<file path="src/rtl/axi_wr_master_split_if.sv">
// AXI write-channel bundle (AW, W, B) between the split write master and the memory side.
interface axi_wr_master_split_if #(
    parameter int ADDR_WIDTH = 27,
    parameter int DATA_WIDTH = 16
);
    logic                      awvalid;
    logic                      awready;
    logic [ADDR_WIDTH-1:0]     awaddr;
    logic [7:0]                awlen;
    logic [2:0]                awsize;
    logic [1:0]                awburst;
    logic                      wvalid;
    logic                      wready;
    logic                      wlast;
    logic [DATA_WIDTH-1:0]     wdata;
    logic [DATA_WIDTH/8-1:0]   wstrb;
    logic                      bvalid;
    logic [1:0]                bresp;
    logic                      bready;

    modport master (
        output awvalid, awaddr, awlen, awsize, awburst,
        output wvalid, wlast, wdata, wstrb, bready,
        input  awready, wready, bvalid, bresp
    );

    modport slave (
        input  awvalid, awaddr, awlen, awsize, awburst,
        input  wvalid, wlast, wdata, wstrb, bready,
        output awready, wready, bvalid, bresp
    );
endinterface

</file>
<file path="src/rtl/axi_wr_master_split.sv">
// Splits one arbitrary-length write request into sequential AXI INCR bursts,
// each capped at MAX_BURST beats and never crossing a 2^COL_BITS-beat row.
module axi_wr_master_split #(
    parameter int ADDR_WIDTH = 27,
    parameter int DATA_WIDTH = 16,
    parameter int COL_BITS   = 10,
    parameter int MAX_BURST  = 16,
    parameter int LEN_WIDTH  = 16
) (
    input  logic                  clk,
    input  logic                  rstn,
    input  logic                  init_end,
    input  logic                  wr_trig,
    input  logic [ADDR_WIDTH-1:0] wr_addr,
    input  logic [LEN_WIDTH-1:0]  wr_len,
    input  logic [DATA_WIDTH-1:0] wr_data,
    input  logic                  wr_data_valid,
    output logic                  wr_data_en,
    output logic                  wr_ready,
    output logic                  wr_done,
    output logic                  wr_err,
    axi_wr_master_split_if.master axi
);
    // Wide enough to hold remain, the row room (up to 2^COL_BITS) and MAX_BURST exactly.
    localparam int CW0 = (LEN_WIDTH > COL_BITS) ? LEN_WIDTH : COL_BITS;
    localparam int CW  = ((CW0 > 9) ? CW0 : 9) + 1;

    typedef enum logic [2:0] {IDLE, CALC, AW, W, B, DONE} state_t;

    state_t                state, state_nxt;
    logic [ADDR_WIDTH-1:0] cur_addr;
    logic [LEN_WIDTH-1:0]  remain;
    logic [7:0]            beat_cnt;
    logic [8:0]            blen;
    logic [ADDR_WIDTH-1:0] awaddr;
    logic [7:0]            awlen;
    logic                  awvalid;
    logic                  done_q;
    logic                  err_q;
    logic [CW-1:0]         rem_x, row_x, max_x, blen_x;
    logic                  accept, aw_hs, wvalid, w_hs, b_hs;

    assign accept = (state == IDLE) && init_end && wr_trig;
    assign aw_hs  = (state == AW) && awvalid && axi.awready;
    assign wvalid = (state == W) && wr_data_valid;
    assign w_hs   = wvalid && axi.wready;
    assign b_hs   = (state == B) && axi.bvalid;

    assign rem_x = CW'(remain);
    assign row_x = (CW'(1) << COL_BITS) - CW'(cur_addr[COL_BITS-1:0]);
    assign max_x = CW'(MAX_BURST);

    always_comb begin
        blen_x = rem_x;
        if (max_x < blen_x) blen_x = max_x;
        if (row_x < blen_x) blen_x = row_x;
    end

    always_comb begin
        state_nxt = state;
        unique case (state)
            IDLE:    if (accept) state_nxt = (wr_len == '0) ? DONE : CALC;
            CALC:    state_nxt = AW;
            AW:      if (aw_hs) state_nxt = W;
            W:       if (w_hs && beat_cnt == 8'd0) state_nxt = B;
            B:       if (b_hs) state_nxt = (remain == '0) ? DONE : CALC;
            DONE:    state_nxt = IDLE;
            default: state_nxt = IDLE;
        endcase
    end

    always_ff @(posedge clk) begin
        if (!rstn) begin
            state    <= IDLE;
            cur_addr <= '0;
            remain   <= '0;
            beat_cnt <= '0;
            blen     <= '0;
            awaddr   <= '0;
            awlen    <= '0;
            awvalid  <= 1'b0;
            done_q   <= 1'b0;
            err_q    <= 1'b0;
        end else begin
            state  <= state_nxt;
            done_q <= (state == DONE);
            if (accept) begin
                cur_addr <= wr_addr;
                remain   <= wr_len;
                err_q    <= 1'b0;
            end
            if (state == CALC) begin
                awaddr   <= cur_addr;
                awlen    <= 8'(blen_x - CW'(1));
                beat_cnt <= 8'(blen_x - CW'(1));
                blen     <= 9'(blen_x);
                awvalid  <= 1'b1;
            end
            if (aw_hs) awvalid <= 1'b0;
            if (w_hs) begin
                if (beat_cnt == 8'd0) begin
                    // address wraps modulo 2^ADDR_WIDTH by truncation
                    cur_addr <= cur_addr + ADDR_WIDTH'(blen);
                    remain   <= remain - LEN_WIDTH'(blen);
                end else begin
                    beat_cnt <= beat_cnt - 8'd1;
                end
            end
            if (b_hs && axi.bresp != 2'b00) err_q <= 1'b1;
        end
    end

    assign wr_ready   = (state == IDLE) && init_end;
    assign wr_done    = done_q;
    assign wr_err     = err_q;
    assign wr_data_en = w_hs;

    assign axi.awvalid = awvalid;
    assign axi.awaddr  = awaddr;
    assign axi.awlen   = awlen;
    assign axi.awsize  = 3'($clog2(DATA_WIDTH / 8));
    assign axi.awburst = 2'b01;
    assign axi.wvalid  = wvalid;
    assign axi.wlast   = (state == W) && (beat_cnt == 8'd0);
    assign axi.wdata   = wr_data;
    assign axi.wstrb   = '1;
    assign axi.bready  = (state == B);
endmodule

</file>
<file path="src/flat_wrapper.sv">
// flat-port wrapper written by rule: the top's interface ports become plain ports
module axi_wr_master_split_flat 
#(
    parameter int ADDR_WIDTH = 27,
    parameter int DATA_WIDTH = 16,
    parameter int COL_BITS   = 10,
    parameter int MAX_BURST  = 16,
    parameter int LEN_WIDTH  = 16
)
  (clk, rstn, init_end, wr_trig, wr_addr, wr_len, wr_data, wr_data_valid, wr_data_en, wr_ready, wr_done, wr_err, axi_awvalid, axi_awaddr, axi_awlen, axi_awsize, axi_awburst, axi_wvalid, axi_wlast, axi_wdata, axi_wstrb, axi_bready, axi_awready, axi_wready, axi_bvalid, axi_bresp);
  axi_wr_master_split_if #(.ADDR_WIDTH(ADDR_WIDTH), .DATA_WIDTH(DATA_WIDTH)) axi_i ();
  input  logic clk;
  input  logic rstn;
  input  logic init_end;
  input  logic wr_trig;
  input  logic [ADDR_WIDTH-1:0] wr_addr;
  input  logic [LEN_WIDTH-1:0] wr_len;
  input  logic [DATA_WIDTH-1:0] wr_data;
  input  logic wr_data_valid;
  output logic wr_data_en;
  output logic wr_ready;
  output logic wr_done;
  output logic wr_err;
  output wire logic [$bits(axi_i.awvalid)-1:0] axi_awvalid;
  output wire logic [$bits(axi_i.awaddr)-1:0] axi_awaddr;
  output wire logic [$bits(axi_i.awlen)-1:0] axi_awlen;
  output wire logic [$bits(axi_i.awsize)-1:0] axi_awsize;
  output wire logic [$bits(axi_i.awburst)-1:0] axi_awburst;
  output wire logic [$bits(axi_i.wvalid)-1:0] axi_wvalid;
  output wire logic [$bits(axi_i.wlast)-1:0] axi_wlast;
  output wire logic [$bits(axi_i.wdata)-1:0] axi_wdata;
  output wire logic [$bits(axi_i.wstrb)-1:0] axi_wstrb;
  output wire logic [$bits(axi_i.bready)-1:0] axi_bready;
  input wire logic [$bits(axi_i.awready)-1:0] axi_awready;
  input wire logic [$bits(axi_i.wready)-1:0] axi_wready;
  input wire logic [$bits(axi_i.bvalid)-1:0] axi_bvalid;
  input wire logic [$bits(axi_i.bresp)-1:0] axi_bresp;
  assign axi_awvalid = axi_i.awvalid;
  assign axi_awaddr = axi_i.awaddr;
  assign axi_awlen = axi_i.awlen;
  assign axi_awsize = axi_i.awsize;
  assign axi_awburst = axi_i.awburst;
  assign axi_wvalid = axi_i.wvalid;
  assign axi_wlast = axi_i.wlast;
  assign axi_wdata = axi_i.wdata;
  assign axi_wstrb = axi_i.wstrb;
  assign axi_bready = axi_i.bready;
  assign axi_i.awready = axi_awready;
  assign axi_i.wready = axi_wready;
  assign axi_i.bvalid = axi_bvalid;
  assign axi_i.bresp = axi_bresp;
  axi_wr_master_split #(.ADDR_WIDTH(ADDR_WIDTH), .DATA_WIDTH(DATA_WIDTH), .COL_BITS(COL_BITS), .MAX_BURST(MAX_BURST), .LEN_WIDTH(LEN_WIDTH)) u_core (.clk(clk), .rstn(rstn), .init_end(init_end), .wr_trig(wr_trig), .wr_addr(wr_addr), .wr_len(wr_len), .wr_data(wr_data), .wr_data_valid(wr_data_valid), .wr_data_en(wr_data_en), .wr_ready(wr_ready), .wr_done(wr_done), .wr_err(wr_err), .axi(axi_i));
endmodule
</file>
<file path="config.mk">
export PLATFORM = sky130hd
export DESIGN_NAME = axi_wr_master_split_flat
export DESIGN_NICKNAME = d
export VERILOG_FILES = /design/src/rtl/axi_wr_master_split_if.sv /design/src/rtl/axi_wr_master_split.sv /design/src/flat_wrapper.sv
export SDC_FILE = /design/constraint.sdc
export NUM_CORES = 1
export LEC_CHECK = 0
export ABC_AREA = 1
export CELL_PAD_IN_SITES_DETAIL_PLACEMENT = 1
export CELL_PAD_IN_SITES_GLOBAL_PLACEMENT = 1
export CORE_ASPECT_RATIO = 1.5
export CORE_MARGIN = 2
export CORE_UTILIZATION = 37
export CTS_CLUSTER_SIZE = 8
export DETAILED_ROUTE_END_ITERATION = 8
export HOLD_SLACK_MARGIN = 0.12
export PLACE_DENSITY_LB_ADDON = 0.08
export RECOVER_POWER = 25
export SETUP_SLACK_MARGIN = 0.05
export SLEW_MARGIN = 10
export SYNTH_ARGS = -nofsm -noshare
export SYNTH_HDL_FRONTEND = slang
export SYNTH_SLANG_ARGS = --single-unit
</file>
<file path="constraint.sdc">
create_clock -name clk -period 3.8 [get_ports clk]
set_clock_uncertainty 0.05 [all_clocks]
set_input_delay 0.95 -clock clk [delete_from_list [all_inputs] [get_ports clk]]
set_output_delay 0.95 -clock clk [all_outputs]
set_load 0.01 [all_outputs]
</file>
met1.png
The bar under the picture is 20 um long. Cells faint in the background.
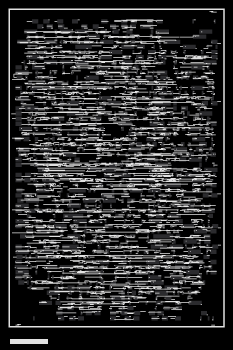
nets with wire on the layer: 1064
wire length on this layer: 8570 um
longest straight run: 44.2 um

==> results.tsv <==
stage	metric	value	unit
logic_synthesis	Yosys top cell by area	dfxtp_1	
logic_synthesis	Registers, synthesis	101	
layout	FF+latch area	2020	um2
critical_path	CP peak stage delay	0.34	ns
logic_synthesis	Unique cell types	47	
route	met1 WL	8.57	mm
clock_tree	hold buffers post-CTS	0	
placement	dpl ws	0.115	ns
route	initial DRC count	251	
placement	Port Buffers	95	
clock_tree	clock buffer depth	2	
placement	placed instance area	7690	um2
critical_path	crit path from	u_core.cur_addr[0]$_SDFF_PN0_	
global_routing	GR Util met3	2.84	%
critical_path	CP endpoint kind	flop	
critical_path	Stages on worst setup path	20	
outcome	status	finished with violations	
layout	Seq/total area	25.1	%
pwr	sequential share of power	25.7	%
logic_synthesis	cell area after synthesis	6620	um2
global_routing	busiest layer in global routing	met2	
layout	cell type taking the most area	multi-input combinational cells	
die	Core Rows	59	
final_timing	pins over their slew limit	0	
clock_tree	H-tree Lvls	3	
run	number of max-cap violations	0	
logic_synthesis	XORs/XNORs by Area	3.17	%
layout	number of non-clock buffers	115	
layout	Gate Area	3860	um2
global_routing	total grt overflow	0	
worst_hold_path	HP Start	u_core.axi.awlen[2]$_SDFFE_PN0P_	
logic_synthesis	MUX area fraction	0	%
layout	biggest regs	u_core.axi.awaddr (27), u_core.cur_addr (27), u_core.remain (16)	
outcome	failing checks	DRC	
global_routing	overall routing resource usage	24.0	%
layout	fill count	2271	
logic_synthesis	yosys synthesis chip area	6620	um2
clock_tree	Worst-path clk slew	0.08	ns
global_routing	GRT met1 Usage	24.7	%
layout	multi-input gate share of total cell area	47.9	%
layout	flop count	101	
critical_path	CP endpoint	u_core.beat_cnt[1]$_SDFF_PN0_	
placement	gp weighted congestion	0.846	
route	DRC viols	6	
placement	Post-DP HPWL	16.7	mm
final_timing	Slew headroom	9.50	%
placement	Placed Cells incl. Taps	1263	
logic_synthesis	Async S/R FF share, synth	0	%
critical_path	CP top delay family	simple AND/OR/NAND/NOR gates	
clock_tree	Root Buffer	clkbuf_16	
layout	Layout non-clock buf frac	13.7	%
layout	comb_multi_in	709	
logic_synthesis	Gate Count Post-Synth	988	
pwr	Sequential Power	1.59	mW
route	Pre-Repair DR Iteration Count	6	
final_timing	Hold Vio Cnt, Final	0	
pwr	Top pwr grp	combinational cells	
pwr	Switching Share	47.0	%
pwr	comb pwr	3.54	mW
critical_path	cells along the critical path	inv_1 -> ha_2 -> nand3_2 -> nor2_1 -> nand2_1 -> nor3_2 -> xor2_1 -> ha_1 -> a21o_1 -> nor2_1 -> nand2_1 -> a21oi_4 -> buf_4 -> nand3_1 -> nand2_2 -> ha_1 -> or2_2 -> o21ai_0 -> nor2_1 -> a211oi_2	
layout	n_diodes	0	
die	Initial Utilization	38.0	%
clock_tree	post-CTS sizing	0	
critical_path	critical path arrival	3.89	ns
final_timing	Tightest Pin Transition	1.36	ns
critical_path	reg2reg path depth	20	
met2.png
Cells faint in the background.
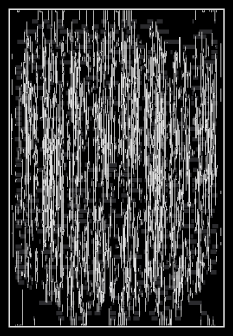
share of all routed wire: 57%
wire length on this layer: 12700 um
main direction: vertical
nets with wire on the layer: 1025
final WL: 22.3 mm
global routing usage on met2: 48.3%
via count: 6806

Power and IR drop assume default switching activity.
